## src/rtl/dso_acq_ctrl.sv

```systemverilog
// Acquisition sequencer for the DSO capture path: walks each frame through
// stop, pre-trigger fill, trigger wait, post-trigger fill and display hold.
module dso_acq_ctrl #(
    parameter int HORIZONTAL   = 640,
    parameter int AUTO_TIMEOUT = 4096
) (
    input  logic        ad_clk,
    input  logic        rst,
    input  logic        deci_valid,
    input  logic        run_key,
    input  logic        single_key,
    input  logic        trig_mode,
    input  logic        trig_pulse_in,
    input  logic        ram_rd_over,
    output logic        wave_run,
    output logic        rearm,
    output logic        force_trig,
    output logic [2:0]  acq_state,
    output logic        single_mode,
    output logic [15:0] frame_cnt
);

    typedef enum logic [2:0] {
        ST_STOP = 3'd0,
        ST_PRE  = 3'd1,
        ST_WAIT = 3'd2,
        ST_POST = 3'd3,
        ST_HOLD = 3'd4
    } state_t;

    localparam logic [9:0]  HALF    = 10'(HORIZONTAL / 2);
    localparam logic [15:0] TIMEOUT = 16'(AUTO_TIMEOUT);

    state_t      state, state_nxt;
    logic [9:0]  smp_cnt, smp_nxt, smp_inc;
    logic [15:0] to_cnt, to_nxt, to_inc;
    logic [15:0] frame_nxt;
    logic        single_nxt, rearm_nxt, force_nxt;

    assign acq_state = state;
    assign smp_inc   = smp_cnt + 10'd1;
    assign to_inc    = to_cnt + 16'd1;

    always_comb begin
        // NOTE: every signal written here gets a default first, so no path can leave it unassigned and infer a latch.
        state_nxt  = state;
        smp_nxt    = smp_cnt;
        to_nxt     = to_cnt;
        frame_nxt  = frame_cnt;
        single_nxt = single_mode;
        rearm_nxt  = 1'b0;
        force_nxt  = 1'b0;

        if (state != ST_STOP && run_key) begin
            // Abort outranks every other transition and discards the partial frame.
            state_nxt  = ST_STOP;
            smp_nxt    = '0;
            to_nxt     = '0;
            single_nxt = 1'b0;
        end else begin
            case (state)
                ST_STOP: begin
                    if (run_key) begin
                        state_nxt  = ST_PRE;
                        single_nxt = 1'b0;
                    end else if (single_key) begin
                        state_nxt  = ST_PRE;
                        single_nxt = 1'b1;
                    end
                end
                ST_PRE: begin
                    if (deci_valid) begin
                        if (smp_inc == HALF) begin
                            state_nxt = ST_WAIT;
                            smp_nxt   = '0;
                            to_nxt    = '0;
                        end else begin
                            smp_nxt = smp_inc;
                        end
                    end
                end
                ST_WAIT: begin
                    if (deci_valid && trig_pulse_in) begin
                        state_nxt = ST_POST;
                        to_nxt    = '0;
                    end else if (!trig_mode) begin
                        to_nxt = '0;
                    end else if (deci_valid) begin
                        if (to_inc == TIMEOUT) begin
                            state_nxt = ST_POST;
                            force_nxt = 1'b1;
                            to_nxt    = '0;
                        end else begin
                            to_nxt = to_inc;
                        end
                    end
                end
                ST_POST: begin
                    if (deci_valid) begin
                        if (smp_inc == HALF) begin
                            state_nxt = ST_HOLD;
                            smp_nxt   = '0;
                            frame_nxt = frame_cnt + 16'd1;
                        end else begin
                            smp_nxt = smp_inc;
                        end
                    end
                end
                ST_HOLD: begin
                    if (ram_rd_over) begin
                        rearm_nxt = 1'b1;
                        if (single_mode) begin
                            state_nxt  = ST_STOP;
                            single_nxt = 1'b0;
                        end else begin
                            state_nxt = ST_PRE;
                        end
                    end
                end
                default: state_nxt = ST_STOP;
            endcase
        end
    end

    // NOTE: state registers use non-blocking assignments so every flop samples pre-edge values.
    always_ff @(posedge ad_clk) begin
        if (rst) begin
            state       <= ST_STOP;
            smp_cnt     <= '0;
            to_cnt      <= '0;
            frame_cnt   <= '0;
            single_mode <= 1'b0;
            rearm       <= 1'b0;
            force_trig  <= 1'b0;
            wave_run    <= 1'b0;
        end else begin
            state       <= state_nxt;
            smp_cnt     <= smp_nxt;
            to_cnt      <= to_nxt;
            frame_cnt   <= frame_nxt;
            single_mode <= single_nxt;
            rearm       <= rearm_nxt;
            force_trig  <= force_nxt;
            wave_run    <= (state_nxt != ST_STOP);
        end
    end

endmodule

```

## config.mk

```make
export PLATFORM = sky130hd
export DESIGN_NAME = dso_acq_ctrl
export DESIGN_NICKNAME = d
export VERILOG_FILES = /design/src/rtl/dso_acq_ctrl.sv
export SDC_FILE = /design/constraint.sdc
export NUM_CORES = 1
export LEC_CHECK = 0
export ABC_CLOCK_PERIOD_IN_PS = 2500
export CORE_UTILIZATION = 49
export CTS_CLUSTER_DIAMETER = 60
export DETAILED_ROUTE_END_ITERATION = 6
export MAX_ROUTING_LAYER = met4
export PLACE_DENSITY = 0.79
export SYNTH_ARGS = -nofsm -noshare
export SYNTH_HDL_FRONTEND = slang
export SYNTH_SLANG_ARGS = --single-unit
export TNS_END_PERCENT = 20
```

## constraint.sdc

```tcl
create_clock -name ad_clk -period 2.5 [get_ports ad_clk]
set_clock_uncertainty 0.2 [all_clocks]
set_input_delay 0.375 -clock ad_clk [delete_from_list [all_inputs] [get_ports ad_clk]]
set_output_delay 0.375 -clock ad_clk [all_outputs]
set_load 0.01 [all_outputs]
```

==> flow_summary_export.csv <==
group,metric,value,unit
sta,period_needed,2610,ps
worst_setup_path,worst-path-max-fanout,8,
synth,adder_share,1.34,%
synth,simple_gate_share,32.2,%
global_route,grt_usage,27.7,%
synth,synth_flop_count,49,
die,fp_util,50.7,%
synth,top_cell_area_share,35.1,%
die,die_area,6010,µm²
synth,ys_sh_aoi,20.9,%
clock_network,cts_root_buf,"clkbuf_8",
sta,rsz0062_at_grt,"true",
synth,ys_top_logic_family,"simple AND/OR/NAND/NOR gates",
worst_setup_path,required,2540,ps
worst_setup_path,path_buffers,1,
run_status,violations,"DRC, setup timing",
global_route,grt_pass1_wl,13.1,mm
layout,fin_util,70.6,%
clock_network,numCtsBuffers,5,
sta,final_max_slew_viol_count,0,
pwr,p_per_area,356,nW/µm²
sta,fin_crit_sh,105,%
route,drtIter0Drc,206,
clock_network,cts.sinks,49,
layout,area_growth,39.2,%
synth,postSynth.topFlopCell,"dfxtp_1",
synth,ys_cells,344,
route,drc,2,
layout,drive_gt1_share,27.4,%
layout,flop_area,993,µm²
die,rows,27,
sta,worst_pin_slew,604,ps
synth,syn_nets,355,
sta,setup_slack,-113,ps
synth,async_flop_share,0,%
layout,nets,440,
sta,finalSetupViolations,11,
clock_network,ctsHtreeMaxLevel,2,
sta,fmax,383,MHz
synth,synth.area.top_cells,"dfxtp_1 (35%), nand3_1 (4.3%), nor2_1 (4.3%)",
placement,place_congestion,0.910,
run_status,status,"finished with violations",
## cell type report
class,instances,area share (%)
Inverter,8,0.772
Tap cell,72,2.32
Clock buffer,5,1.77
Sequential cell,49,25.5
Timing Repair Buffer,96,21.8
Clock inverter,3,0.644
Multi-Input combinational cell,269,47.1
## worst register-to-register path, stage by stage (launching register included)
cell and delay (ps):
dfxtp_2 350, nand4_1 130, nor2_2 60, or4b_4 500, a211oi_4 330, a31oi_4 160, buf_12 170, or4_4 500
a21oi_2 130
## power by group
| part | leakage, nW | internal (mW) | switching [mW] |
|---|---|---|---|
| Sequential | 0.399 | 0.785 | 0.00911 |
| Combinational | 0.987 | 0.0440 | 0.0522 |
| Clock | 0.0447 | 0.203 | 0.293 |
| Total | 1.43 | 1.03 | 0.354 |
## routing by layer
metal  vias to the layer above  track usage [%]  wire, µm
met4                         0             11.5       250
li1                       1448                -         -
met2                        91             47.0      3960
met5                         -                -         0
met3                        29             4.71       334
met1                      1402             32.2      3360
## path summary, 6_finish.rpt
check / start / to / slack, ps
worst min register to register: frame_cnt[7]$_SDFFE_PP0P_ / frame_cnt[7]$_SDFFE_PP0P_ / 320
worst max register to register: smp_cnt[5]$_SDFFE_PP0P_ / to_cnt[7]$_SDFFE_PP0P_ / -110
worst max-delay path: smp_cnt[5]$_SDFFE_PP0P_ / to_cnt[7]$_SDFFE_PP0P_ / -110
worst min-delay path: frame_cnt[7]$_SDFFE_PP0P_ / frame_cnt[7]$_SDFFE_PP0P_ / 320
## logic make-up (layout without fill, tap and decap cells)
logic type | after synthesis | count (layout)
multiplexers | 2 | 2
buffers and inverters | 26 | 112
flip-flops | 49 | 49
XOR/XNOR | 18 | 18
AND-OR/OR-AND | 83 | 83
adder cells (fa/ha/maj) | 3 | 3
AND/OR/NAND/NOR | 163 | 163
## state kept, by name, summed over array words and instances, names as in the netlist
signal	cells
single_mode	1
smp_cnt	10
acq_state	3
to_cnt	16
frame_cnt	16
rearm	1
force_trig	1
wave_run	1
## repair_timing
action                                 4_1_cts  5_1_grt
pin swaps                                   10        4
endpoints found under the hold margin        0        0
setup buffers                                1        1
gates resized                               16       22
setup endpoints to repair                   14       28
gates cloned                                 1        0
## cell usage in the layout (no fill, tap or decap), types with 6 or more instances in the layout
| master | count |
|---|---|
| a21oi_1 | 17 |
| or3_1 | 13 |
| dfxtp_1 | 43 |
| nor2_1 | 31 |
| o21ai_0 | 10 |
| o21ai_1 | 9 |
| nor3_1 | 9 |
| buf_4 | 62 |
| inv_1 | 7 |
| nand3_1 | 22 |
| xor2_1 | 10 |
| nand4_1 | 6 |
| clkdlybuf4s50_1 | 30 |
| nand2_1 | 26 |
| xnor2_1 | 8 |
| and3_1 | 10 |
## through the flow
stage               cell area, µm²  setup TNS [ps]  setup WS (ps)  cells  total power [mW]
floorplan                     2800           -14.1          -14.1    344             0.855
global placement              3590            -285          -57.3    491             0.903
detailed placement            3590            -676           -116    491             0.905
CTS                           3790            -457          -72.4    501              1.40
global route                  3890           -2560           -191    502              1.45
finish                        3890            -673           -113    502              1.39
### Met1 routing

Scale: 6 px per µm. Supply wires on this layer in grey.
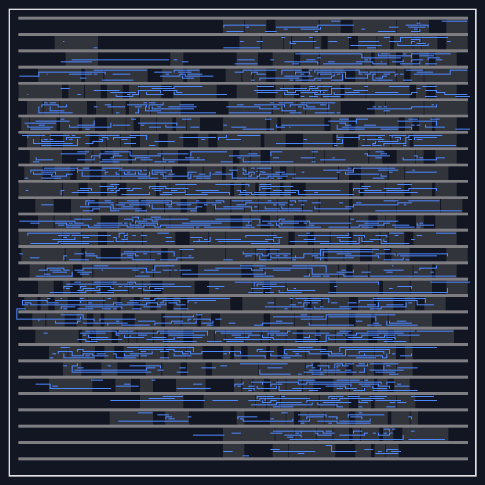
longest straight run: 23.9 µm
wire length on this layer: 3,360 µm
main direction: horizontal
nets with wire on the layer: 410
via count: 2,970
Routed Wire Length: 7.90 mm
M1 GR Usage: 32.2%

### Met2 routing

Scale: 6 px per µm.
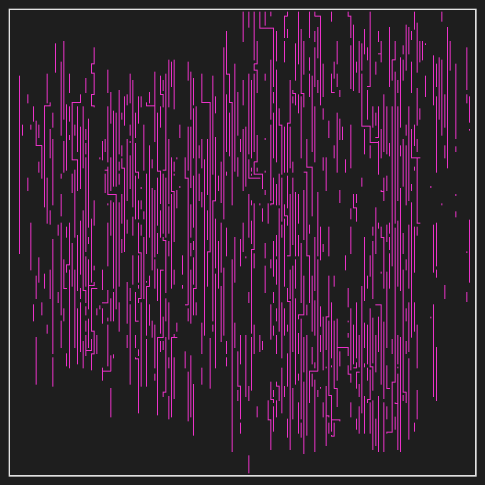
share of all routed wire: 50%
wire length on this layer: 3,960 µm
main direction: vertical
nets with wire on the layer: 394
grt met2 use: 47.0%

### Metal 3

Scale: 8 px per µm.
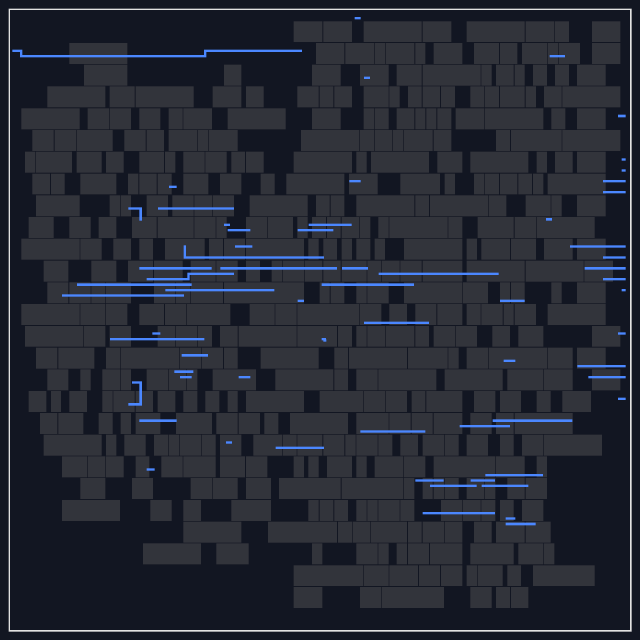
share of all routed wire: 4.2%
main direction: horizontal
wire length on this layer: 334 µm
longest straight run: 23.0 µm
met3 GRT Util: 4.71%

Power is estimated from default activity; no workload was simulated.
